Close-up of the layout:
Region (16, 59) to (46, 89) µm. Cells in grey, sequential cells in the stronger grey; small squares are vias.
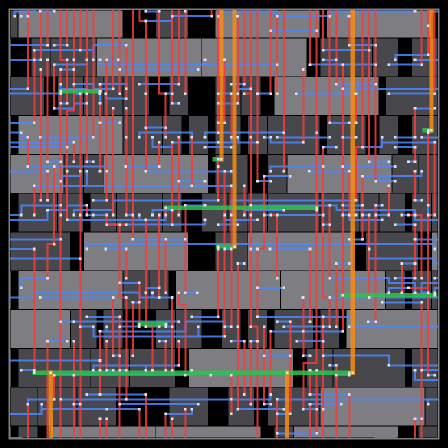
Routing congestion map:
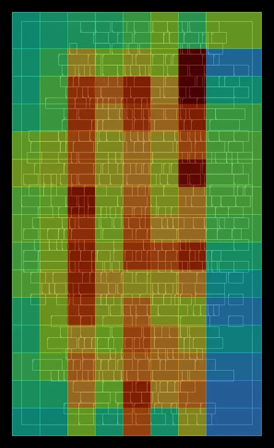
**config.mk**
```make
export PLATFORM = sky130hd
export DESIGN_NAME = imm_ext_pipe
export DESIGN_NICKNAME = d
export VERILOG_FILES = /design/src/rtl/imm_ext_pkg.sv /design/src/rtl/imm_ext_core.sv /design/src/rtl/imm_ext_pipe.sv
export SDC_FILE = /design/constraint.sdc
export NUM_CORES = 1
export LEC_CHECK = 0
export CORE_ASPECT_RATIO = 1.75
export CORE_MARGIN = 2
export CORE_UTILIZATION = 55
export DETAILED_ROUTE_END_ITERATION = 16
export PLACE_DENSITY = 0.95
export SYNTH_ARGS = -nofsm -noshare
export SYNTH_HDL_FRONTEND = slang
export SYNTH_SLANG_ARGS = --single-unit
```
**constraint.sdc**
```tcl
create_clock -name clk -period 3.3 [get_ports clk]
set_input_delay 0.66 -clock clk [delete_from_list [all_inputs] [get_ports clk]]
set_output_delay 0.66 -clock clk [all_outputs]
set_load 0.005 [all_outputs]
```
**src/rtl/imm_ext_pkg.sv**
```systemverilog
// Shared definitions for the immediate-extension stage: mode encoding and
// default datapath widths.
package imm_ext_pkg;

  typedef enum logic [1:0] {
    MODE_ZERO  = 2'd0,
    MODE_SIGN  = 2'd1,
    MODE_UPPER = 2'd2,
    MODE_SHAMT = 2'd3
  } imm_mode_e;

  localparam int IMM_W   = 16;
  localparam int WORD_W  = 32;
  localparam int SHAMT_W = 5;

endpackage

```
**src/rtl/imm_ext_core.sv**
```systemverilog
// Combinational immediate extender; shared by the decode pipe and the
// branch-offset path.
module imm_ext_core #(
  parameter int IN_W    = imm_ext_pkg::IMM_W,
  parameter int OUT_W   = imm_ext_pkg::WORD_W,
  parameter int SHAMT_W = imm_ext_pkg::SHAMT_W
) (
  input  logic [IN_W-1:0]  in_imm,
  input  logic [1:0]       in_mode,
  output logic [OUT_W-1:0] out_ext
);
  import imm_ext_pkg::*;

  localparam int PAD_W = OUT_W - IN_W;

  always_comb begin
    out_ext = '0;
    case (imm_mode_e'(in_mode))
      MODE_ZERO:  out_ext = {{PAD_W{1'b0}}, in_imm};
      MODE_SIGN:  out_ext = {{PAD_W{in_imm[IN_W-1]}}, in_imm};
      MODE_UPPER: out_ext = {in_imm, {PAD_W{1'b0}}};
      MODE_SHAMT: out_ext = {{(OUT_W-SHAMT_W){1'b0}}, in_imm[SHAMT_W-1:0]};
      default:    out_ext = '0;
    endcase
  end

endmodule

```
**src/rtl/imm_ext_pipe.sv**
```systemverilog
// Registered immediate-extension stage with a valid/ready handshake and a
// two-entry (main + skid) buffer so out_ready never reaches in_ready combinationally.
module imm_ext_pipe #(
  parameter int IN_W    = imm_ext_pkg::IMM_W,
  parameter int OUT_W   = imm_ext_pkg::WORD_W,
  parameter int SHAMT_W = imm_ext_pkg::SHAMT_W,
  parameter int TAG_W   = 5
) (
  input  logic             clk,
  input  logic             rst,
  input  logic             flush,
  input  logic             in_valid,
  output logic             in_ready,
  input  logic [IN_W-1:0]  in_imm,
  input  logic [1:0]       in_mode,
  input  logic [TAG_W-1:0] in_tag,
  output logic             out_valid,
  input  logic             out_ready,
  output logic [OUT_W-1:0] out_data,
  output logic [TAG_W-1:0] out_tag
);
  import imm_ext_pkg::*;

  logic [OUT_W-1:0] r_main_data;
  logic [TAG_W-1:0] r_main_tag;
  logic             r_main_valid;
  logic [OUT_W-1:0] r_skid_data;
  logic [TAG_W-1:0] r_skid_tag;
  logic             r_skid_valid;
  logic             r_in_ready;

  logic [OUT_W-1:0] w_ext;
  logic             w_accept;
  logic             w_drain;
  logic             w_main_free;
  logic             w_skid_valid_nxt;

  imm_ext_core #(
    .IN_W    (IN_W),
    .OUT_W   (OUT_W),
    .SHAMT_W (SHAMT_W)
  ) u_core (
    .in_imm  (in_imm),
    .in_mode (in_mode),
    .out_ext (w_ext)
  );

  assign w_accept    = in_valid & r_in_ready;
  assign w_drain     = r_main_valid & out_ready;
  assign w_main_free = ~r_main_valid | w_drain;

  // Skid stays occupied when it refills in the same cycle it hands over to main.
  always_comb begin
    w_skid_valid_nxt = r_skid_valid;
    if (w_main_free) begin
      if (r_skid_valid) w_skid_valid_nxt = w_accept;
    end else if (w_accept) begin
      w_skid_valid_nxt = 1'b1;
    end
  end

  always_ff @(posedge clk) begin
    if (rst) begin
      r_main_data  <= '0;
      r_main_tag   <= '0;
      r_main_valid <= 1'b0;
      r_skid_data  <= '0;
      r_skid_tag   <= '0;
      r_skid_valid <= 1'b0;
      r_in_ready   <= 1'b1;
    end else if (flush) begin
      r_main_valid <= 1'b0;
      r_skid_valid <= 1'b0;
      r_in_ready   <= 1'b1;
    end else begin
      if (w_main_free) begin
        if (r_skid_valid) begin
          r_main_data  <= r_skid_data;
          r_main_tag   <= r_skid_tag;
          r_main_valid <= 1'b1;
          if (w_accept) begin
            r_skid_data <= w_ext;
            r_skid_tag  <= in_tag;
          end
        end else if (w_accept) begin
          r_main_data  <= w_ext;
          r_main_tag   <= in_tag;
          r_main_valid <= 1'b1;
        end else begin
          r_main_valid <= 1'b0;
        end
      end else if (w_accept) begin
        r_skid_data <= w_ext;
        r_skid_tag  <= in_tag;
      end
      r_skid_valid <= w_skid_valid_nxt;
      r_in_ready   <= ~w_skid_valid_nxt;
    end
  end

  assign in_ready  = r_in_ready;
  assign out_valid = r_main_valid;
  assign out_data  = r_main_data;
  assign out_tag   = r_main_tag;

endmodule

```
==> results.txt <==
Flow results.

- The endpoint class of the critical path is a flop.
- The share of final-layout standard cells stronger than drive strength 1 is 0.0638.
- The share of total power dissipated in sequential elements is 0.492.
- Summed over all cells, the static leakage comes to 1.43 nW.
- In the routed design, unresolved DRC markers number 0.
- The net count of the finished layout is 462.
- The number of multi-input combinational cells in the layout is 269.
- The required time reported for the critical path endpoint is 3.56 ns.
- In the final routing, the length of wire on met1 measures 2.97 mm.
- The horizontal extent of the die is about 62 µm.
- In this run the worst setup path terminates at r_skid_data[19]$_SDFFE_PP0P_.
- Setup slack on the worst path after placement came out at 0.736 ns.
- The critical path crosses 6 cells after its start point.
- In this run the cell area of the synthesized design comes to about 3200 µm².
- The clock insertion delay at the later pin of the skew report is 0.35 ns.
- The share of total power dissipated in the clock network is 0.394.
- The combinational group power is 225 µW.
- The length of the first detailed-routing pass in iterations is 5.
- By instance count after routing, the leading logic cell types are dfxtp_1, clkdlybuf4s50_1, nor2_1.
- For this run, the top clock speed supported by timing is 0.446 GHz.
- The reg2reg setup slack is 1.35 ns.
- The number of well-tap cells placed is a little under 80.
- By area the synthesized netlist is led by dfxtp_1, a211oi_1, a21oi_1.
- The start point of the critical path is out_ready.
- In this run the power density over the cells is just under 500 nW/µm².
- The count of placed standard cells including taps is around 500.
- The type of element launching the critical path is an input port.
- The number of global-route vias before repair is 2687.
- The clock passes through at most 2 buffers.
- The total overflow left after global routing is 0.
- Of the total power, combinational logic draws 0.114.
- Final hold analysis gives a worst-case slack of 0.457 ns.
- In the synthesized netlist, the cells that appear most often are dfxtp_1, nor2_1, a21oi_1.
- The die span in y is 106 µm.
- By area, the class that comes first in the final layout consists of registers.
- The non-clock buffer contribution to total cell area is 0.176.
- Per the slew report, the remaining headroom to the max-slew limit stands at 0.463.
- During synthesis, Yosys emitted a total of 0 warnings.
- In the synthesized netlist the dominant register cell turns out to be dfxtp_1.
- Per the post-synthesis stats, the area per cell is 8.41 µm².
- According to the timing report, the arrival time at the worst endpoint equals 2.50 ns.
- Setup repair after global routing left no endpoint under its margin.
- The global routing usage summed across all routing layers is 0.245.
- For this run, the register share of the synthesized area comes to 0.475.
- The count of placed standard cells in the final layout, fillers left out is 517.
- For the worst flop-to-flop path, the logic depth is 6.
- The synthesis-stage register bit count is between 70 and 80.
- Per the synthesis report, the adder-cell share of the synthesized area is 0.00308.
- The routed wire length on met2 is 3.97 mm.
- Clock tree synthesis inserted a total of 9 buffers.
- The flow ran to the end, and the final reports show no timing, DRC or antenna violations.
- Counting only logic cells after layout, the most numerous master is dfxtp_1.
- The design area is 4120 µm².
- The XOR/XNOR share of the synthesized area is 0.00270.
- The main kind of combinational logic by area is AND-OR/OR-AND gates.
- Hold repair after CTS inserted 0 buffers.
- Per the detail_route log, the uppermost layer with routed signals is met4.
- The layout report gives the multi-input gate share of total cell area as 0.370.
- The number of cell instances after yosys synthesis is a little under 400.
- The maximum fanout encountered on the critical timing path is 52.
- The final number of setup-violating endpoints is 0.
- In this run, distinct cell masters in the synthesized netlist total 30.
- The highest cell delay on the worst timing path is 0.45 ns.
- Along the critical path, the tally of buffer and inverter instances is 2.
- The multi-input logic area is 1530 µm².
- Detailed placement reports a standard cell area of roughly 3900 µm².
- The chip area line of the yosys report is 3250 µm².
- Per the placement log, port buffering inserted between 60 and 70 buffers.
- The slowest library cell on the worst path is buf_4.
About 'close-up of the layout':
colour	layer
blue	metal 1
orange	metal 4
red	metal 2
green	metal 3
netlist names of flops here include	r_skid_data (9), out_data (8), r_skid_tag (2)
sequential cells in the window	19
cells with their middle in the window	86
most frequent	dfxtp_1 (19), a21oi_1 (14), nand2_1 (14)

About 'routing congestion map':
global routing met1 resource utilization: 0.320
fraction of the core area covered by cells at the end of the flow: 0.712
detailed-route wire length per cell: 14.7 µm
M3 GR Usage: 0.0258
Most Crowded Layer GR: met2

Power figures rest on the tool's default switching activity, not on a simulated workload.
